clk_routes.png
Drawn at 4 px/µm.
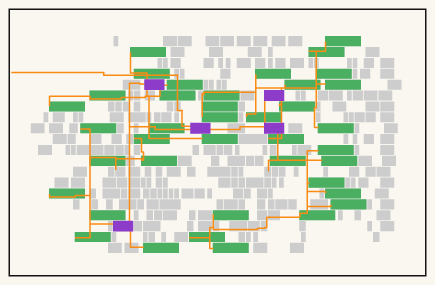
layer_met2.png
Drawn at 4 px/µm.
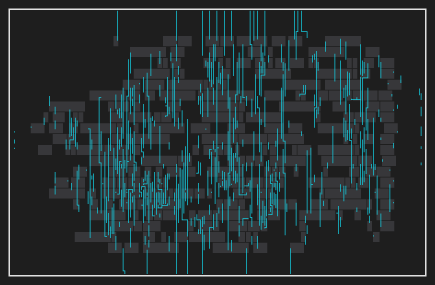
==> src/rtl/arith_pkg.sv <==
// Shared arithmetic-library definitions: divider FSM states and default widths.
package arith_pkg;

  typedef enum logic [1:0] {
    IDLE,
    RUN,
    DONE
  } div_state_t;

  localparam int unsigned DIV_N     = 16;
  localparam int unsigned DIV_M     = 8;
  localparam int unsigned DIV_CNT_W = $clog2(DIV_N + 1);

endpackage

==> src/rtl/div_step.sv <==
// One restoring-division step: shift in a dividend bit, trial-subtract the divisor.
module div_step #(
  parameter int unsigned M = 8
) (
  input  logic [M-1:0] rp,
  input  logic         msb,
  input  logic [M-1:0] divisor,
  output logic [M-1:0] rp_next,
  output logic         q_bit
);

  logic [M:0]   p;
  logic [M-1:0] diff;

  always_comb begin
    p     = {rp, msb};
    q_bit = (p >= {1'b0, divisor});
    // When the subtract succeeds the true difference is below the divisor, so M bits hold it.
    diff    = p[M-1:0] - divisor;
    rp_next = q_bit ? diff : p[M-1:0];
  end

endmodule

==> src/rtl/restoring_div_16.sv <==
// Sequential restoring divider, one quotient bit per cycle, valid/ready on both sides.
// Optional RESTORING_DIV_ZERO_CHECK_EN short-circuits a zero divisor and flags it.
module restoring_div_16
  import arith_pkg::*;
#(
  parameter int unsigned N = DIV_N,
  parameter int unsigned M = DIV_M
) (
  input  logic         clk,
  input  logic         rst_n,
  input  logic         in_valid,
  output logic         in_ready,
  input  logic [N-1:0] A,
  input  logic [M-1:0] B,
  output logic         out_valid,
  input  logic         out_ready,
  output logic [N-1:0] Q,
  output logic [M-1:0] R,
  output logic         div_by_zero
);

  localparam int unsigned CntW = $clog2(N + 1);

  div_state_t    state_q, state_d;
  logic [CntW-1:0] cnt_q, cnt_d;
  // Dividend shifts out of the top while quotient bits shift in at the bottom.
  logic [N-1:0]  dq_q, dq_d;
  logic [M-1:0]  dvs_q, dvs_d;
  // Only the low M bits of the partial remainder ever feed the next step.
  logic [M-1:0]  rp_q, rp_d;
  logic [M-1:0]  rp_next;
  logic          q_bit;

  div_step #(
    .M(M)
  ) u_div_step (
    .rp     (rp_q),
    .msb    (dq_q[N-1]),
    .divisor(dvs_q),
    .rp_next(rp_next),
    .q_bit  (q_bit)
  );

`ifdef RESTORING_DIV_ZERO_CHECK_EN
  logic dbz_q, dbz_d;
`endif

  always_comb begin
    state_d = state_q;
    cnt_d   = cnt_q;
    dq_d    = dq_q;
    dvs_d   = dvs_q;
    rp_d    = rp_q;
`ifdef RESTORING_DIV_ZERO_CHECK_EN
    dbz_d   = dbz_q;
`endif
    unique case (state_q)
      IDLE: begin
        if (in_valid) begin
          dq_d    = A;
          dvs_d   = B;
          rp_d    = '0;
          cnt_d   = CntW'(N);
          state_d = RUN;
`ifdef RESTORING_DIV_ZERO_CHECK_EN
          dbz_d   = (B == '0);
`endif
        end
      end
      RUN: begin
        dq_d  = {dq_q[N-2:0], q_bit};
        rp_d  = rp_next;
        cnt_d = cnt_q - 1'b1;
        if (cnt_q == CntW'(1)) state_d = DONE;
`ifdef RESTORING_DIV_ZERO_CHECK_EN
        // Zero divisor: produce the plain algorithm's result in one cycle.
        if (dbz_q) begin
          dq_d    = '1;
          rp_d    = dq_q[M-1:0];
          cnt_d   = '0;
          state_d = DONE;
        end
`endif
      end
      DONE: begin
        if (out_ready) state_d = IDLE;
      end
      default: state_d = IDLE;
    endcase
  end

  always_ff @(posedge clk or negedge rst_n) begin
    if (!rst_n) begin
      state_q <= IDLE;
      cnt_q   <= '0;
      dq_q    <= '0;
      dvs_q   <= '0;
      rp_q    <= '0;
    end else begin
      state_q <= state_d;
      cnt_q   <= cnt_d;
      dq_q    <= dq_d;
      dvs_q   <= dvs_d;
      rp_q    <= rp_d;
    end
  end

`ifdef RESTORING_DIV_ZERO_CHECK_EN
  always_ff @(posedge clk or negedge rst_n) begin
    if (!rst_n) dbz_q <= 1'b0;
    else        dbz_q <= dbz_d;
  end
  assign div_by_zero = dbz_q;
`else
  assign div_by_zero = 1'b0;
`endif

  assign in_ready  = (state_q == IDLE);
  assign out_valid = (state_q == DONE);
  assign Q         = dq_q;
  assign R         = rp_q;

endmodule

==> config.mk <==
export PLATFORM = sky130hd
export DESIGN_NAME = restoring_div_16
export DESIGN_NICKNAME = d
export VERILOG_FILES = /design/src/rtl/arith_pkg.sv /design/src/rtl/div_step.sv /design/src/rtl/restoring_div_16.sv
export SDC_FILE = /design/constraint.sdc
export NUM_CORES = 1
export LEC_CHECK = 0
export ABC_CLOCK_PERIOD_IN_PS = 2410
export CORE_ASPECT_RATIO = 0.6
export CORE_MARGIN = 5
export CORE_UTILIZATION = 40
export DETAILED_ROUTE_END_ITERATION = 7
export PLACE_DENSITY_LB_ADDON = 0.25
export SLEW_MARGIN = 20
export SYNTH_ARGS = -nofsm -noshare
export SYNTH_HDL_FRONTEND = slang
export SYNTH_SLANG_ARGS = --single-unit
==> constraint.sdc <==
create_clock -name clk -period 2.41 [get_ports clk]
set_input_delay 0.241 -clock clk [delete_from_list [all_inputs] [get_ports clk]]
set_output_delay 0.241 -clock clk [all_outputs]
set_load 0.05 [all_outputs]
==> run notes <==
Synthesis and PnR results.

- The prevailing logic family in the synthesized netlist reads simple AND/OR/NAND/NOR gates.
- The detailed router reports a met2 wire length of 2.05 mm.
- The H-tree generated during clock tree synthesis spans 2 levels.
- The critical path starts at R[5]$_DFFE_PN0P_.
- The number of top-level design ports reads approximately 55.
- The xor and xnor area share after synthesis is 0.0166.
- The maximum number of buffers from clock root to sink reads 2.
- Post-synthesis, Yosys gives the total cell area as roughly 2100 µm².
- The detailed router put a total of around 2.7 mm of wire on met1.
- The signal arrival time at the worst endpoint is ~2.4 ns.
- The number of antenna cells inserted is 0.
- The number of global-route vias before repair reads 1760.
- Leaving out fill and tap cells, the most frequent cells in the layout are clkdlybuf4s50_1, nand2_1, dfrtp_1.
- The met3 demand-to-capacity share in global routing is 0.0654.
- The total tool warning count is 27.
- Dividing the final minimum period by the clock period gives 0.913.
- The buffers inserted during post-CTS setup optimization reads 0.
- The area fraction in full adders, half adders and majority gates is 0.0688.
- The most used flip-flop cell after synthesis is dfrtp_1.
- The count of clock buffers in the final design is 5.
- The cell family with the largest share of critical-path delay is AND-OR/OR-AND gates.
- The number of violations of the max-capacitance limit is 0.
- The final layout report lists a non-clock inverter count of 15.
- The cell count after synthesis is around 230.
- The number of detailed-route iterations in the first pass is 4.
- Per the CTS log, the root buffer master is clkbuf_8.
- Setup repair after global routing left no endpoint under its margin.
- The final hold violation count is 0.
- Of the post-synthesis cell area, the dominant cell type holds 0.462.
- The number of distinct library cell variants in the gate-level netlist after synthesis reads 39.
- The CTS sink count reads 39.
- After the flow finishes, the layout carries non-filler instances totaling roughly 350.
- The layout report lists the non-clock buffer share of cell area as 0.199.
- In this run the worst setup path terminates at R[4]$_DFFE_PN0P_.
- The post-route DRC violation count reads 0.
- The total number of nets in the final design reads 324.
- For the worst reg-to-reg path, the endpoint reported by OpenROAD is R[4]$_DFFE_PN0P_.
- The most used standard cell by instance count after synthesis reads nand2_1.
- In this run the remaining antenna-violating nets after routing total 0.
- The number of setup violations in the final report reads 0.
- Global route summary, busiest routing layer listed as met1.
- Once placement completed, the tool counted placed cells totaling around 340.
- The min-delay analysis places its worst path in the category in -> async.
- The sequential share of cell area reads 0.350.
- The number of DRC markers after the initial detailed-route iteration is about 70.
- Signal nets in the final route climb as high as met4.
- The fraction of the yosys area taken by sequential cells is 0.462.
- The startpoint class of the critical path is a register.
- In the setup report, the worst path falls into the class reg -> reg.
- The count of filler cells inserted in the layout reads slightly below 500.
- The mean number of vias per cell is around 5.3.
- The post-synthesis cell count from yosys reads around 230.
- The type of element capturing the critical path reads a register.
- The number of nets handed over by synthesis was around 270.
- The data required time of the worst path is roughly 2.6 ns.
- The top fanout value on the critical path reads 10.
- Per the slew report, the remaining headroom to the max-slew limit stands at 0.425.
- The area share of and/or/nand/nor cells after synthesis reads 0.203.
- Yosys reported that registers with async set or reset make up 1.00.
- The combinational gate area reads between 1000 and 1500 µm².
- The mux contribution to synthesized area is 0.0142.
- The area after detailed placement is around 2700 µm².
- Setup total negative slack on the finished layout was measured at 0 ns.
- The final critical delay including setup and external delays reads around 2.2 ns.
- The global-route wire length before repair is 8.95 mm.
- The number of synthesized flops with an enable pin reads 0.
- The share of post-route cells with drive strength above 1 is 0.0734.
- Per the detail_route report, routed wire per instance is between 15 and 20 µm.
- Logged for this run, the post-placement worst setup slack is 0.226 ns.
- In the final report, the number of pins over their slew limit comes to 0.
- The site row count reads 20.
- Entering global routing, the biggest net connects about 40 pins.
- The most frequent logic cell in the layout is clkdlybuf4s50_1.
- The most critical hold endpoint after final layout shows a slack of ~0.055 ns.
- The area fraction in compound gates after synthesis is 0.178.
- approximately 170 cells are multi-input combinational gates.
- The number of flip-flops under the largest register name reads 16.
- The number of sequential cells reported for the layout is 39.
- The fraction of area in clock buffers and inverters reads 0.0319.
- The combined global-route utilization of all metal layers is 0.161.
- The share of the core filled by cells before placement is 0.416.
- The clock tree from TritonCTS is done.
- The core region is 5080 µm².
- Summing all flip-flop and latch instances after layout gives a little under 1000 µm².
- The count of state elements after synthesis is 39.
- The run finished with clean final reports.
- Buffers placed on the I/O ports in this run total approximately 53.
- The total of warnings raised by yosys is 0.
- The worst register-to-register path begins at R[5]$_DFFE_PN0P_.
- The highest clock rate this design can be run at is approximately 0.45 GHz.
- The actual slew at the worst max-slew pin reads roughly 0.86 ns.
## Picture notes: clk_routes.png
[clock drivers] purple | count: 5
[clock wires] orange | length: 500 µm
[flip-flops] green | count: 39
routed clock nets: 6
clock latency of the later-clocked register in the worst-skew pair: 0.29 ns
final worst clock skew: 0.00629 ns

## Picture notes: layer_met2.png
nets with wire on the layer: 258
wire length on this layer: 2050 µm
routing usage on met2: 0.221
overall via count from detail_route: 1849
Post-Route WL: 5.36 mm

